==> images/clocks.png <==
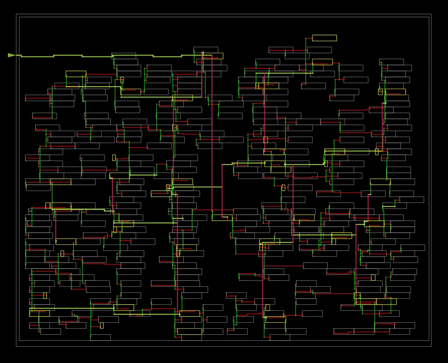
==> images/layer_met4.png <==
(3 px per um) Supply wires on this layer in gray.
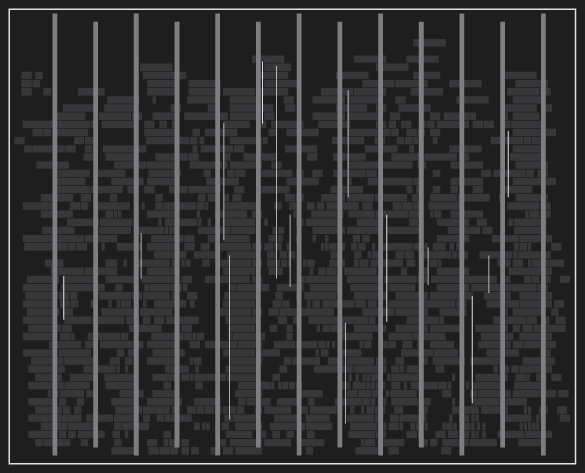
==> images/cell_density.png <==
(2 px per um) The die is cut into 19 by 15 equal tiles; white is low, dark blue is high, 0 to 100% covered.
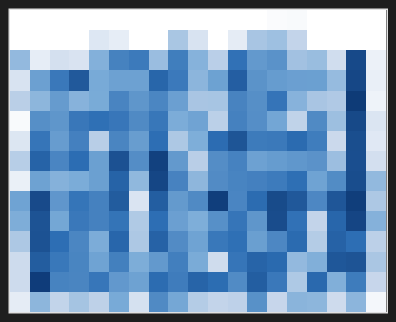
==> images/flops_by_reg.png <==
(2 px per um) Other sequential cells in the stronger gray, the rest of the logic in the fainter gray.
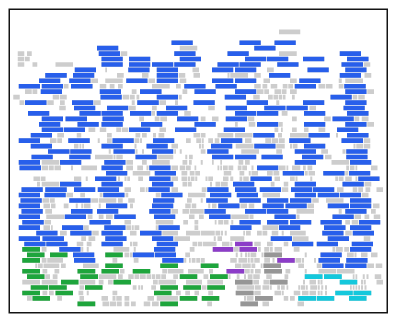
==> images/wires.png <==
(2 px per um)
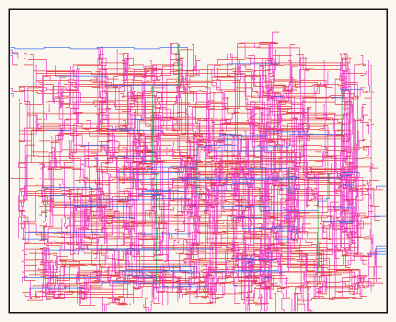
[src/rtl/pc_lut_pkg.sv]
`default_nettype none
// ============================================================================
// pc_lut_pkg : shared types and default widths for the PC LUT blocks
// Revision   : 1.0
// ============================================================================
package pc_lut_pkg;

  localparam int DEF_IDX_W = 5;
  localparam int DEF_VAL_W = 8;

  typedef enum logic [1:0] {
    IDLE = 2'd0,
    SCAN = 2'd1,
    RESP = 2'd2
  } lut_state_e;

endpackage : pc_lut_pkg
`default_nettype wire

[src/rtl/pc_lut_table.sv]
`default_nettype none
// ============================================================================
// pc_lut_table : value array with per-entry valid bits, one write port and
//                one combinational indexed read port (reads see old contents)
// Revision     : 1.0
// ============================================================================
module pc_lut_table
  import pc_lut_pkg::*;
#(
  parameter int IDX_W = DEF_IDX_W,
  parameter int VAL_W = DEF_VAL_W
) (
  input  logic             clk,
  input  logic             rst,
  input  logic             i_wr_en,
  input  logic [IDX_W-1:0] i_wr_idx,
  input  logic [VAL_W-1:0] i_wr_val,
  input  logic [IDX_W-1:0] i_rd_idx,
  output logic [VAL_W-1:0] o_rd_val,
  output logic             o_rd_vld
);

  localparam int DEPTH = 2 ** IDX_W;

  logic [VAL_W-1:0] vals_q [DEPTH];
  logic [VAL_W-1:0] vals_d [DEPTH];
  logic [DEPTH-1:0] vld_q;
  logic [DEPTH-1:0] vld_d;

  always_comb begin
    vals_d = vals_q;
    vld_d  = vld_q;
    if (i_wr_en) begin
      vals_d[i_wr_idx] = i_wr_val;
      vld_d[i_wr_idx]  = 1'b1;
    end
  end

  // Stored values are not cleared by reset, but they are frozen while it is
  // asserted so a write during reset leaves no trace.
  always_ff @(posedge clk or posedge rst) begin
    if (rst) begin
      vld_q <= '0;
    end else begin
      vld_q  <= vld_d;
      vals_q <= vals_d;
    end
  end

  assign o_rd_val = vals_q[i_rd_idx];
  assign o_rd_vld = vld_q[i_rd_idx];

endmodule : pc_lut_table
`default_nettype wire

[src/rtl/pc_lut_encoder.sv]
`default_nettype none
// ============================================================================
// pc_lut_encoder : reverse lookup -- sequentially scans the table for the
//                  lowest valid index holding a requested value
// Revision       : 1.0
// ============================================================================
module pc_lut_encoder
  import pc_lut_pkg::*;
#(
  parameter int IDX_W = DEF_IDX_W,
  parameter int VAL_W = DEF_VAL_W
) (
  input  logic             Clk,
  input  logic             Reset,
  input  logic             wr_en,
  input  logic [IDX_W-1:0] wr_idx,
  input  logic [VAL_W-1:0] wr_val,
  input  logic             req_valid,
  output logic             req_ready,
  input  logic [VAL_W-1:0] req_val,
  output logic             rsp_valid,
  input  logic             rsp_ready,
  output logic [IDX_W-1:0] rsp_idx,
  output logic             rsp_hit
);

  localparam logic [IDX_W-1:0] LAST_IDX = {IDX_W{1'b1}};

  lut_state_e       state_q, state_d;
  logic [IDX_W-1:0] ptr_q, ptr_d;
  logic [VAL_W-1:0] key_q, key_d;
  logic [IDX_W-1:0] rsp_idx_q, rsp_idx_d;
  logic             rsp_hit_q, rsp_hit_d;

  logic [VAL_W-1:0] rd_val;
  logic             rd_vld;
  logic             match;

  pc_lut_table #(
    .IDX_W (IDX_W),
    .VAL_W (VAL_W)
  ) u_table (
    .clk      (Clk),
    .rst      (Reset),
    .i_wr_en  (wr_en),
    .i_wr_idx (wr_idx),
    .i_wr_val (wr_val),
    .i_rd_idx (ptr_q),
    .o_rd_val (rd_val),
    .o_rd_vld (rd_vld)
  );

  assign match = rd_vld && (rd_val == key_q);

  always_comb begin
    state_d   = state_q;
    ptr_d     = ptr_q;
    key_d     = key_q;
    rsp_idx_d = rsp_idx_q;
    rsp_hit_d = rsp_hit_q;
    case (state_q)
      IDLE: begin
        if (req_valid) begin
          key_d   = req_val;
          ptr_d   = '0;
          state_d = SCAN;
        end
      end
      SCAN: begin
        // One entry per cycle; the first match stops the scan, so the
        // lowest index wins and passed entries are never revisited.
        if (match) begin
          rsp_idx_d = ptr_q;
          rsp_hit_d = 1'b1;
          state_d   = RESP;
        end else if (ptr_q == LAST_IDX) begin
          rsp_idx_d = '0;
          rsp_hit_d = 1'b0;
          state_d   = RESP;
        end else begin
          ptr_d = ptr_q + 1'b1;
        end
      end
      RESP: begin
        if (rsp_ready) begin
          state_d = IDLE;
        end
      end
      default: begin
        state_d = IDLE;
      end
    endcase
  end

  always_ff @(posedge Clk or posedge Reset) begin
    if (Reset) begin
      state_q   <= IDLE;
      ptr_q     <= '0;
      key_q     <= '0;
      rsp_idx_q <= '0;
      rsp_hit_q <= 1'b0;
    end else begin
      state_q   <= state_d;
      ptr_q     <= ptr_d;
      key_q     <= key_d;
      rsp_idx_q <= rsp_idx_d;
      rsp_hit_q <= rsp_hit_d;
    end
  end

  assign req_ready = (state_q == IDLE);
  assign rsp_valid = (state_q == RESP);
  assign rsp_idx   = rsp_idx_q;
  assign rsp_hit   = rsp_hit_q;

endmodule : pc_lut_encoder
`default_nettype wire

[config.mk]
export PLATFORM = sky130hd
export DESIGN_NAME = pc_lut_encoder
export DESIGN_NICKNAME = d
export VERILOG_FILES = /design/src/rtl/pc_lut_pkg.sv /design/src/rtl/pc_lut_table.sv /design/src/rtl/pc_lut_encoder.sv
export SDC_FILE = /design/constraint.sdc
export NUM_CORES = 1
export LEC_CHECK = 0
export CORE_ASPECT_RATIO = 0.8
export CORE_UTILIZATION = 45
export DETAILED_ROUTE_END_ITERATION = 8
export SYNTH_ARGS = -nofsm -noshare
export SYNTH_HDL_FRONTEND = slang
export SYNTH_SLANG_ARGS = --single-unit
[constraint.sdc]
create_clock -name Clk -period 3.3 [get_ports Clk]
set_clock_uncertainty 0.05 [all_clocks]
set_input_delay 0.33 -clock Clk [delete_from_list [all_inputs] [get_ports Clk]]
set_output_delay 0.33 -clock Clk [all_outputs]
set_load 0.1 [all_outputs]
==> report_table.html <==
<h3>Flow metrics</h3>
<table>
<tr><th>Metric</th><th>Value</th></tr>
<tr><th colspan="2">Global route</th></tr>
<tr><td>Pin count of the biggest net entering global routing</td><td>54</td></tr>
<tr><td>Initial antenna violation count</td><td>0</td></tr>
<tr><td>Vias in the first global route</td><td>6985</td></tr>
<tr><td>Overflow left after global routing</td><td>0</td></tr>
<tr><th colspan="2">Yosys</th></tr>
<tr><td>Largest family of logic cells by area</td><td>multiplexers</td></tr>
<tr><td>Share of the synthesized area in the top cell type</td><td>61.6%</td></tr>
<tr><td># Cells Yosys</td><td>766</td></tr>
<tr><td>Post-Syn Area</td><td>0.0125 sq mm</td></tr>
<tr><td>Sequential area share after synthesis</td><td>72.2%</td></tr>
<tr><td>Count of flip-flops with a built-in enable after synthesis</td><td>256</td></tr>
<tr><td>Fraction of registers with async set/reset</td><td>17.2%</td></tr>
<tr><td>Count of state elements after synthesis</td><td>309</td></tr>
<tr><td>Cell type with the highest aggregate area in the netlist</td><td>edfxtp_1</td></tr>
<tr><td>Number of distinct library cells after synthesis</td><td>49</td></tr>
<tr><td>Simple-gate share of the synthesized area</td><td>5.47%</td></tr>
<tr><th colspan="2">Critical path</th></tr>
<tr><td>Startpoint class of the critical path</td><td>register</td></tr>
<tr><td>Critical path required time</td><td>3720 ps</td></tr>
<tr><td>Crit Path Category</td><td>reg2reg</td></tr>
<tr><td>Family with the most delay on the worst path</td><td>simple AND/OR/NAND/NOR gates</td></tr>
<tr><td>Arr. time, crit path</td><td>3580 ps</td></tr>
<tr><td>Maximum fanout encountered on the critical timing path</td><td>11</td></tr>
<tr><th colspan="2">Floorplanning</th></tr>
<tr><td>Number of ports placed on the die boundary</td><td>34</td></tr>
<tr><td>Die Ht</td><td>151 um</td></tr>
<tr><td>Chip area</td><td>0.0284 sq mm</td></tr>
<tr><th colspan="2">Cells and area</th></tr>
<tr><td>Top cells excl fill/tap</td><td>edfxtp_1, mux2i_1, buf_4</td></tr>
<tr><td>Post-route core utilization</td><td>53.3%</td></tr>
<tr><td>Number of nets in the finished design</td><td>882</td></tr>
<tr><td>Antenna cells</td><td>0</td></tr>
<tr><td>Top logic cell by instance count in the layout</td><td>edfxtp_1</td></tr>
<tr><td>Post-synthesis to final-layout area growth</td><td>16.4%</td></tr>
<tr><th colspan="2">Placed design</th></tr>
<tr><td>Count of port buffers added during placement</td><td>33</td></tr>
<tr><td>Weighted congestion at the end of routability-driven global placement</td><td>0.839</td></tr>
<tr><td>Worst Setup Slack post-DPL</td><td>-128 ps</td></tr>
<tr><th colspan="2">Power and ir drop</th></tr>
<tr><td>Static leakage</td><td>0.00522 uW</td></tr>
<tr><th colspan="2">Clock network</th></tr>
<tr><td>Maximum clock insertion buffer count</td><td>3</td></tr>
<tr><td>Hold-fix buffers at CTS</td><td>0</td></tr>
<tr><td>CTS Root Cell</td><td>clkbuf_16</td></tr>
<tr><td>Clock-pin slew on the worst setup and hold paths</td><td>60 ps</td></tr>
<tr><th colspan="2">Final timing</th></tr>
<tr><td>Final setup violation count</td><td>0</td></tr>
<tr><td>Min Clock Period, post-route</td><td>3160 ps</td></tr>
<tr><td>Fmax</td><td>0.316 GHz</td></tr>
<tr><th colspan="2">Drt</th></tr>
<tr><td>Remaining number of nets flagged by the antenna check after routing</td><td>0</td></tr>
<tr><td>Per-cell via count in the routed design</td><td>5.65</td></tr>
<tr><td>Number of DRC markers in iteration 0</td><td>583</td></tr>
<tr><td>Number of iterations in the first detailed-routing pass</td><td>5</td></tr>
<tr><th colspan="2">Status</th></tr>
<tr><td>Status</td><td>completed</td></tr>
<tr><th colspan="2">Flow run</th></tr>
<tr><td>Log Warnings</td><td>26</td></tr>
</table>
About clocks.png:
Num CTS Buffers: 30
clk_lat worst skew: 550 ps
clock tree sinks: 309

About layer_met4.png:
longest straight run	70.7 um
main direction	vertical
wire length on this layer	423 um
share of all routed wire	1.4%
sum of routed wire length over all layers: 29800 um
number of vias in the routed layout: 7007

About cell_density.png:
tiles over 75% full	18%
mean over tiles	50%
nearly empty tiles	9.8%

About flops_by_reg.png:
color	signal	flops
cyan	`key_q`	8
blue	`u_table.vals_q`	256
green	`u_table.vld_q`	32
purple	`ptr_q`	5
not colored	8

About wires.png:
color	layer	wire length
red	metal 1	13900 um
magenta	metal 2	13800 um
blue	metal 3	1720 um
green	metal 4	423 um
WL per Instance: 24.1 um
GRT Resource Usage Total: 21.7%

==> sequential cells by signal (all words and copies together) (netlist names) <==
| signal | count |
|---|---|
| rsp_hit | 1 |
| u_table.vld_q | 32 |
| state_q | 2 |
| ptr_q | 5 |
| rsp_idx | 5 |
| u_table.vals_q | 256 |
| key_q | 8 |
==> tightest hold or removal path, cell delays in order <==
cell,delay [ps]
clkdlybuf4s50_1,400
nand2_1,60
nand2_1,40
==> synthesized netlist by cell type, types with 5 or more instances <==
cell and count:
edfxtp_1 256, mux2i_1 112, dfrtp_1 53, nand2_1 47, nor2_1 46, a22oi_1 44, o21bai_1 33, clkbuf_1 27
nand3_1 19, mux4_2 18, buf_4 10, xor2_1 8, inv_1 7, a221oi_1 6, nand2b_1 6, nand3b_1 6
nor2b_1 6, a21oi_1 5, o2bb2ai_1 5
==> report_power, final <==
group	switching, uW	leakage [uW]	internal [uW]	total [uW]
Clock	1400	0.000452	1850	3250
Combinational	2230	0.00183	1510	3740
Sequential	223	0.00294	4450	4670
Total	3850	0.00522	7820	11700
==> worst paths after layout <==
check                                         end  cells after the start  slack (ps)         startpoint
worst min-delay path                     key_q[6]                      3         260         req_val[6]
min in group asynchronous              rsp_idx[3]                      3         340              Reset
worst max register to register         rsp_idx[2]                      9         140           ptr_q[0]
max in group asynchronous                ptr_q[0]                      3        2340              Reset
worst min register to register  u_table.vld_q[19]                      1         420  u_table.vld_q[19]
worst max-delay path                   rsp_idx[2]                      9         140           ptr_q[0]
==> cells by family after synthesis <==
kind of cell | count (synthesis)
DFF | 309
and+or+nand+nor | 147
muxes | 132
xor gates and xnor gates | 8
AOI/OAI and AO/OA | 115
buffers and inverters | 53
adders and majority gates | 2
==> routing by layer <==
layer  vias to the layer above  track usage, %  routed length (um)
li1                       3137               -                   -
met4                         0            4.23                 422
met2                       228            34.6               13800
met3                        34            3.01                1720
met5                         -               0                   0
met1                      3608            32.2               13900
==> cell type report <==
| class | count | area [sq um] |
|---|---|---|
| Fill cell | 2229 | 12800 |
| Sequential cell | 309 | 9020 |
| Multi-Input combinational cell | 404 | 3210 |
| Timing Repair Buffer | 101 | 902 |
| Clock buffer | 36 | 795 |
| Tap cell | 364 | 455 |
| Clock inverter | 18 | 133 |
| Inverter | 8 | 30.0 |
==> what timing repair did <==
action | in CTS | in global routing
pin swaps | 1 | 1
endpoints found under the setup margin | 11 | 9
buffers inserted | 0 | 0
resized | 2 | 3
==> metrics by stage <==
| stage | instance area (sq um) | hold slack [ps] | TNS, ps | std cells |
|---|---|---|---|---|
| after CTS | 14500 | 250 | 0 | 1240 |
| after global placement | 13600 | 402 | -320 | 1186 |
| after detailed placement | 13600 | 409 | -702 | 1186 |
| after floorplan | 12500 | 379 | 0 | 766 |
| final | 14500 | 264 | 0 | 1240 |
| after global routing | 14500 | 263 | 0 | 1240 |
No activity file was given, so power comes from the tool's default toggle rates.
